Run 1, supply network:
Scale: 6 px per um. Pins as bars on the die edge. Tap cells in gray.
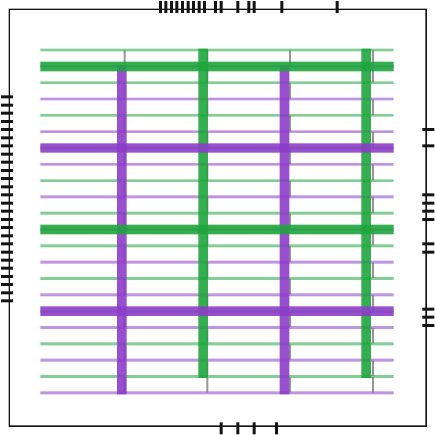
Run 1, metal 2:
Scale: 4 px per um.
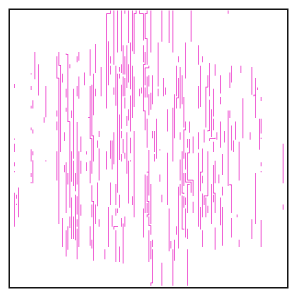
Run 1, clock wiring as the flow saved it:
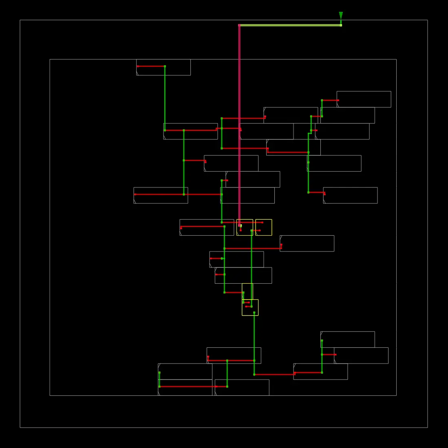
Run 1, wiring by layer:
Scale: 6 px per um.
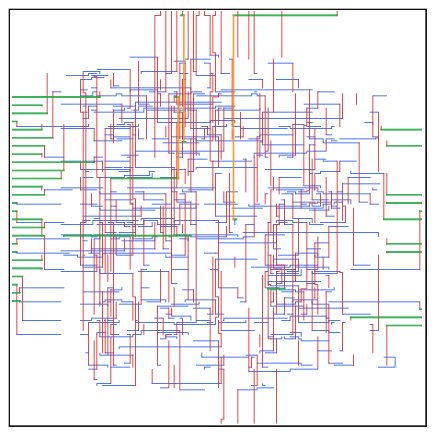
[config.mk]
export PLATFORM = sky130hd
export DESIGN_NAME = uart_tx_arbiter
export DESIGN_NICKNAME = d
export VERILOG_FILES = /design/src/rtl/uart_tx_arbiter.sv
export SDC_FILE = /design/constraint.sdc
export NUM_CORES = 1
export LEC_CHECK = 0
export CAP_MARGIN = 40
export CORE_MARGIN = 5
export CORE_UTILIZATION = 44
export DETAILED_ROUTE_END_ITERATION = 10
export PLACE_DENSITY = 0.76
export SLEW_MARGIN = 20
export SYNTH_ARGS = -nofsm -noshare
export SYNTH_HDL_FRONTEND = slang
export SYNTH_SLANG_ARGS = --single-unit
[constraint.sdc]
create_clock -name clk -period 2.1 [get_ports clk]
set_input_delay 0.21 -clock clk [delete_from_list [all_inputs] [get_ports clk]]
set_output_delay 0.21 -clock clk [all_outputs]
set_load 0.1 [all_outputs]
[src/rtl/uart_tx_arbiter.sv]
// rtl/uart_tx_arbiter.sv - round-robin arbiter sharing one tx_uart among NUM_REQ byte requesters
module uart_tx_arbiter #(
    parameter int NUM_REQ       = 4,
    parameter int START_TIMEOUT = 4,
    localparam int ID_W         = $clog2(NUM_REQ)
) (
    input  logic                 clk,
    input  logic                 rst_n,
    input  logic [NUM_REQ-1:0]   req,
    input  logic [8*NUM_REQ-1:0] req_data,
    output logic [NUM_REQ-1:0]   grant,
    output logic                 tx_dv,
    output logic [7:0]           tx_data,
    input  logic                 tx_active,
    output logic                 busy,
    output logic [ID_W-1:0]      cur_id,
    output logic                 done,
    output logic                 err
);

    localparam int TMR_W = $clog2(START_TIMEOUT + 1);

    typedef enum logic [1:0] {
        RESYNC,
        IDLE,
        WAIT_START,
        WAIT_DONE
    } state_t;

    state_t          state;
    logic [ID_W-1:0] ptr;
    logic [TMR_W-1:0] timer;

    logic            win_found;
    logic [ID_W-1:0] win_id;
    logic [ID_W:0]   idx;
    logic [ID_W-1:0] ptr_next;

    // Scan from ptr upward with wrap; the first set request wins.
    always_comb begin
        win_found = 1'b0;
        win_id    = '0;
        idx       = '0;
        for (int i = 0; i < NUM_REQ; i++) begin
            idx = {1'b0, ptr} + (ID_W+1)'(i);
            if (idx >= (ID_W+1)'(NUM_REQ)) begin
                idx = idx - (ID_W+1)'(NUM_REQ);
            end
            if (!win_found && req[idx[ID_W-1:0]]) begin
                win_found = 1'b1;
                win_id    = idx[ID_W-1:0];
            end
        end
    end

    assign ptr_next = (win_id == ID_W'(NUM_REQ - 1)) ? '0 : win_id + 1'b1;

    always_ff @(posedge clk or negedge rst_n) begin
        if (!rst_n) begin
            state   <= RESYNC;
            ptr     <= '0;
            timer   <= '0;
            grant   <= '0;
            tx_dv   <= 1'b0;
            tx_data <= '0;
            cur_id  <= '0;
            done    <= 1'b0;
            err     <= 1'b0;
            busy    <= 1'b1;
        end else begin
            grant <= '0;
            tx_dv <= 1'b0;
            done  <= 1'b0;
            err   <= 1'b0;
            case (state)
                // tx_uart has no reset, so a frame may still be on the line.
                RESYNC: begin
                    if (!tx_active) begin
                        state <= IDLE;
                        busy  <= 1'b0;
                    end
                end
                IDLE: begin
                    if (win_found) begin
                        grant   <= NUM_REQ'(1) << win_id;
                        tx_data <= req_data[{win_id, 3'b000} +: 8];
                        tx_dv   <= 1'b1;
                        cur_id  <= win_id;
                        ptr     <= ptr_next;
                        timer   <= '0;
                        state   <= WAIT_START;
                        busy    <= 1'b1;
                    end
                end
                WAIT_START: begin
                    if (tx_active) begin
                        state <= WAIT_DONE;
                    end else if (timer == TMR_W'(START_TIMEOUT - 1)) begin
                        err   <= 1'b1;
                        state <= IDLE;
                        busy  <= 1'b0;
                    end else begin
                        timer <= timer + 1'b1;
                    end
                end
                WAIT_DONE: begin
                    if (!tx_active) begin
                        done  <= 1'b1;
                        state <= IDLE;
                        busy  <= 1'b0;
                    end
                end
                default: begin
                    state <= RESYNC;
                    busy  <= 1'b1;
                end
            endcase
        end
    end

endmodule
==> out/metrics.cfg, run 1 <==
[power_and_ir_drop]
totalPowerFinal_uw=3401
powerSeq_uw=820
p_leak_uw=0.0009885
switching_share_pct=57.78
internal_power_uw=1436
comb_power_share_pct=69.7
p_sw_uw=1965
power_leader=combinational logic
pwr-share-clk_pct=6.2

[final_timing]
hold_ws_ns=0.2061
timing.setup.tns_ns=0
fin_crit_ns=1.860
period_used_pct=88.58
worstMarginPinSlew_ns=0.5978
fin_ws_ns=0.2399
max-slew-margin-rel_pct=60.15
hold_viol_final=0
setup_viol_count_final=0

[clock_network]
cts_tree=done
post_cts_buffers=0
clock_path_buffers=2
cts_root_buffer=clkbuf_4
cts.reportedPaths.clkPinSlew_ns=0.14
cts_buffers=3

[routing]
viasPerCell=5.265
drc=0
routed.top_layer=met4
wl_met1_um=1677
wl_met2_um=1771
antenna_left=0
dr.pass1.iters=4

[layout]
largest_register=tx_data
final_nets=257
largest_reg_flops=8
stdcell_area_um2=2153
drive_above_1_share_pct=22.27
diodes=0
finish.utilization_pct=64.03
final_common_cell=clkdlybuf4s50_1
fill_cells=296
fin_cells=257

[worst_setup_path]
worstPathArrival_ns=2.08
critPathMostFrequentCell=ha_1
worstSetupPathType=flip-flop to flip-flop
worst_r2r_endpoint=timer[1]$_DFFE_PN0P_
r2r_setup_slack_ns=0.24
crit_path_end=timer[1]$_DFFE_PN0P_
reg2reg_from=timer[0]$_DFFE_PN0P_
critPathLaunchType=flip-flop
startpoint=timer[0]$_DFFE_PN0P_
cp.required_ns=2.32
path_cells=ha_1 -> ha_1 -> nand2b_1 -> a2bb2oi_1 -> a21oi_1 -> nor2b_1 -> a31o_2

[job]
maxCapViolations=0

[synthesis]
synthCells=151
syn_area_um2=1544
edf_count=0
synthArstFlopShare_pct=100.0
most_common_cell=dfrtp_1
area_leaders=dfrtp_1 (39%), a21bo_1 (5.2%), mux2i_1 (5.2%), ha_1 (4.9%), o211ai_2 (4.9%)
synthFlopType=dfrtp_1
synth_adder_area_share_pct=4.862
top_logic_kind=AND-OR/OR-AND gates
aoi_share_pct=25.69
ys_area_um2=1544
yosys.area_share.simple_pct=19.12
synth_cell_types=38

[die]
io-pin-count=57
initCoreUtil_pct=45.91

[hold_path]
hold_path_class=input pin to asynchronous set/reset pin

[placed_design]
io_buffers=56
hpwlAfterDp_um=3108

[global_route]
gr-usage-met3_pct=2.464
antenna_found_initial=0
overflow=0
grt_pass1_vias=1466
grt_max_degree=17

[outcome]
outcome=completed

## Picture notes: 'supply network'
Key: VDD = green; VSS = purple
The core has 21 rows. 46 tap cells.
Core ar.: 3363 um2
Die Y: 69.24 um
Horiz. Die Dim: 69.24 um
maximum vdd ir drop: 0.8942 mV

## Picture notes: 'metal 2'
The layer holds 47% of the routed length. The wires run mostly vertical. 211 nets have wire on it.
Total Wirelength: 3750 um
grt met2 use: 27.01%
DR vias: 1353

## Picture notes: 'clock wiring as the flow saved it'
Flops: 25
Clk power: 210 uW
Insertion Delay late pin: 0.31 ns

## Picture notes: 'wiring by layer'
Key: M2 = red [wire length 1770 um]; M1 = blue [wire length 1680 um]; M4 = orange [wire length 68.7 um]; M3 = green [wire length 233 um]
GRT Total Usage: 16.25%
DR WL/cell: 14.59 um

-- run 1: logic make-up after synthesis --
group / count (synthesis)
muxes: 8
and+or+nand+nor: 52
buffers and inverters: 14
adders and majority gates: 6
DFF: 25
AOI/OAI and AO/OA: 46
-- run 1: cell type report --
class	count	area, um2	area share (%)
multi-input cells	112	847.1	39.34
flip-flops and latches	25	626.9	29.11
repair buffers	63	568.0	26.38
well taps	46	57.56	2.673
inverters	7	26.28	1.220
clock buffers	3	22.52	1.046
clock inverters	1	5.005	0.2324
-- run 1: critical path: cells and delay by family (launching register included) --
kind / cells / cell delay [ns]
adder cells (fa/ha/maj): 2 / 0.39
flip-flops: 1 / 0.41
AND/OR/NAND/NOR: 2 / 0.27
AND-OR/OR-AND: 3 / 0.70
--- run 2 (diff from run 1) ---
Settings changed: CTS_CLUSTER_DIAMETER set to 150.
Run 2, wiring by layer:
Scale: 6 px per um.
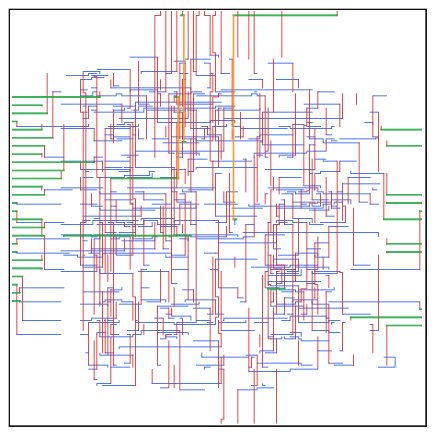
Key: M2 = red [wire length 1770 um]; M1 = blue [wire length 1680 um]; M4 = orange [wire length 68.7 um]; M3 = green [wire length 233 um]

Run 2, metal 2:
Scale: 4 px per um.
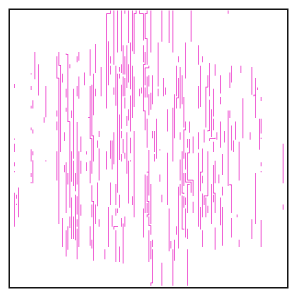
The wires run mostly vertical. The layer holds 47% of the routed length. The longest straight run is 36.4 um.

==> run 2 against run 1 <==
Net effect: synthesized area unchanged; clock skew did not move; largest power group unchanged; core utilization unchanged; largest cell class unchanged.
==> out/metrics.cfg, run 2 <==
[outcome]
outcome=completed

[worst_setup_path]
worstSetupPathType=flip-flop to flip-flop
critPathLaunchType=flip-flop
worst-path-buf-inv=0  ; unchanged
startpoint=timer[0]$_DFFE_PN0P_
worst_r2r_endpoint=timer[1]$_DFFE_PN0P_
r2r_setup_slack_ns=0.24  ; about the same
crit_family=AND-OR/OR-AND gates
path_cells=ha_1 -> ha_1 -> nand2b_1 -> a2bb2oi_1 -> a21oi_1 -> nor2b_1 -> a31o_2
reg2reg_from=timer[0]$_DFFE_PN0P_

[layout]
final_common_cell=clkdlybuf4s50_1
seq_area_um2=626.9  ; unchanged
final-clk-cell-share_pct=1.278  ; unchanged
largest_register=tx_data
final_nets=257  ; unchanged
diodes=0  ; unchanged
flop-count=25  ; unchanged
n_all_buffers=63  ; unchanged
drive_above_1_share_pct=22.27  ; unchanged
fill_cells=296  ; unchanged
stdcell_area_um2=2153  ; unchanged
comb_area_share_pct=39.34  ; unchanged
seq_share_pct=29.11  ; unchanged
logic_gates=112  ; unchanged
dominant_cells=combinational gates
final-comb-area_um2=847.1  ; unchanged
largest_reg_flops=8  ; unchanged
clkbuf_count=3  ; unchanged

[global_route]
grt_pass1_vias=1466  ; unchanged
antenna_found_initial=0  ; unchanged
gr-usage-met3_pct=2.464  ; unchanged
grt_use_total_pct=16.25  ; unchanged
overflow=0  ; unchanged
grtUsageMet2_pct=27.01  ; unchanged

[die]
initCoreUtil_pct=45.91  ; unchanged
io-pin-count=57  ; unchanged
tap_cells=46  ; unchanged
core_area_um2=3363  ; unchanged
die_w_um=69.24  ; unchanged
dieHeight_um=69.24  ; unchanged

[routing]
drc=0  ; unchanged
antenna_left=0  ; unchanged
post_drt_wl_per_cell_um=14.59  ; unchanged
viasPerCell=5.265  ; unchanged
wl_met2_um=1771  ; unchanged
vias=1353  ; unchanged
wl_met1_um=1677  ; unchanged
routed.top_layer=met4

[synthesis]
synthArstFlopShare_pct=100.0  ; unchanged
synthCells=151  ; unchanged
synthFlopType=dfrtp_1
synth_cell_types=38  ; unchanged
yosys.area_share.simple_pct=19.12  ; unchanged
edf_count=0  ; unchanged
ys_area_um2=1544  ; unchanged
synth_adder_area_share_pct=4.862  ; unchanged

[clock_network]
cts_tree=done
cts_root_buffer=clkbuf_4
insertion_delay_ns=0.31  ; about the same
post_cts_buffers=0  ; unchanged
cts.reportedPaths.clkPinSlew_ns=0.14  ; about the same
cts_buffers=3  ; unchanged

[final_timing]
hold_viol_final=0  ; unchanged
fin_crit_ns=1.860  ; unchanged
max-slew-margin-rel_pct=60.15  ; unchanged
period_used_pct=88.58  ; unchanged
setup_viol_count_final=0  ; unchanged

[hold_path]
hold_path_class=input pin to asynchronous set/reset pin

[placed_design]
hpwlAfterDp_um=3108  ; unchanged
io_buffers=56  ; unchanged

[power_and_ir_drop]
p_leak_uw=0.0009885  ; unchanged

## run 2: cell counts after synthesis
Identical to the previous run, type by type.
## run 2: stage by stage
stage	total power, uW	setup WS, ns	std cells	util (%)	hold slack [ns]
after detailed placement	3213	0.07529	253	63.21	0.4894
after global routing	3614	0.1225	257	64.03	0.2209
final	3401	0.2399	257	64.03	0.2061
after CTS	3427	0.2464	257	64.03	0.2037
after global placement	3161	0.1458	253	63.21	0.4679
after floorplan	2679	0.4116	151	-	-0.08559
## run 2: power by group
| part | internal, uW | leakage [uW] | switching [uW] |
|---|---|---|---|
| clock | 71.0 | 0.0000177 | 139 |
| combinational | 681 | 0.000652 | 1690 |
| sequential | 684 | 0.000319 | 136 |
| total | 1440 | 0.000988 | 1970 |
Run 2, clock wiring as the flow saved it:
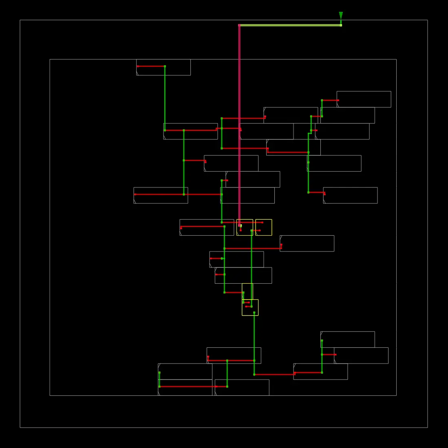

--- run 3 (diff from run 2) ---
Settings changed: CORE_UTILIZATION 44 to 25, PLACE_DENSITY 0.76 to 0.47.
Run 3, clock wiring as the flow saved it:
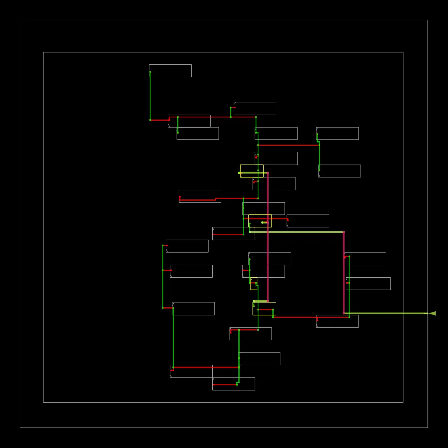
CTS buffer count: 3
clk sinks: 25
Clock Skews: 0.001107 ns

==> run 3 against run 2 <==
Net effect: fmax rose by 0.75%; sequential share of layout area fell by 1.2 points; synthesized cell count did not move; core utilization fell by 26 points; clock-buffer cell count rose by 1; hold slack improved by 0.099 ns; combinational power rose by 3%; critical endpoint unchanged; die area rose by 64%; largest power group unchanged; critical path type unchanged; global-route usage fell by 5.4 points; largest cell class unchanged; non-clock buffer count rose by 5; power rose by 4.2%; register-to-register slack barely moved.
==> out/metrics.cfg, run 3 <==
[worst_setup_path]
worst-path-buf-inv=0  ; unchanged
reg2reg_from=timer[0]$_DFFE_PN0P_
path_cells=ha_1 -> ha_1 -> nand2b_1 -> a2bb2oi_1 -> a21oi_1 -> nor2b_1 -> a31o_2
crit_family=AND-OR/OR-AND gates
startpoint=timer[0]$_DFFE_PN0P_
worstSetupPathType=flip-flop to flip-flop
worst_r2r_endpoint=timer[1]$_DFFE_PN0P_
r2r_setup_slack_ns=0.25  ; about the same

[power_and_ir_drop]
power_leader=combinational logic
comb_power_uw=2430  ; +3%
powerSeq_uw=821  ; about the same
p_clk_uw=290  ; +38%
p_seq_share_pct=23.2  ; -0.9 points
p_sw_uw=2002  ; +1.9%
p_leak_uw=0.001018  ; +3.0%
internal_power_uw=1542  ; +7.4%

[synthesis]
synthCells=151  ; unchanged
synth_cell_types=38  ; unchanged
ys_area_um2=1544  ; unchanged
synthArstFlopShare_pct=100.0  ; unchanged
synthFlopType=dfrtp_1

[die]
dieHeight_um=88.59  ; +28%

[outcome]
outcome=completed

[routing]
drc=0  ; unchanged
viasPerCell=4.629  ; -12%
routed.top_layer=met4
post_drt_wl_per_cell_um=14.51  ; -0.59%

[final_timing]
period_used_pct=87.92  ; -0.66 points
setup_viol_count_final=0  ; unchanged
hold_ws_ns=0.3055  ; +0.09931 ns
hold_viol_final=0  ; unchanged

[layout]
fill_cells=614  ; +110%
final_nets=262  ; +1.9%
finish.utilization_pct=37.69  ; -26 points
largest_register=tx_data
final-comb-area_um2=847.1  ; unchanged

[global_route]
grtUsageMet2_pct=16.25  ; -11 points
overflow=0  ; unchanged

[clock_network]
cts_tree=done
post_cts_buffers=0  ; unchanged

[hold_path]
hold_path_class=input pin to asynchronous set/reset pin

Run 3, supply network:
Scale: 4 px per um. Pins as bars on the die edge. Tap cells in gray.
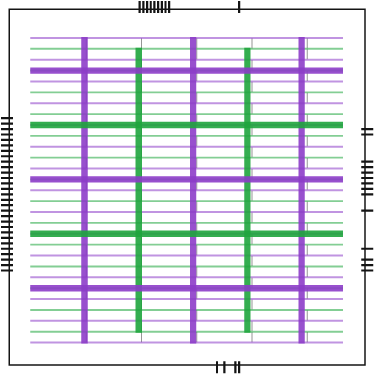
Key: VSS = purple; VDD = green
29 met1 rails follow the rows. 5 straps on met5. 75 tap cells.
Core ar.: 5956 um2
maximum vdd ir drop: 0.6764 mV

==> run 3: cell counts after synthesis <==
No cell type changed its count.
==> run 3: kinds of logic after synthesis <==
| logic type | count (synthesis) | synth area share [%] |
|---|---|---|
| AOI/OAI and AO/OA | 46 | 25.69 |
| adders and majority gates | 6 | 4.862 |
| buffers and inverters | 14 | 4.538 |
| DFF | 25 | 40.60 |
| muxes | 8 | 5.187 |
| and+or+nand+nor | 52 | 19.13 |
==> run 3: area by class of cell <==
| cell class | count | area share (%) |
|---|---|---|
| multi-input cells | 112 | 37.74 |
| inverters | 7 | 1.171 |
| well taps | 75 | 4.181 |
| repair buffers | 68 | 26.98 |
| clock buffers | 4 | 2.007 |
| flip-flops and latches | 25 | 27.93 |
Power figures rest on the tool's default switching activity, not on a simulated workload.
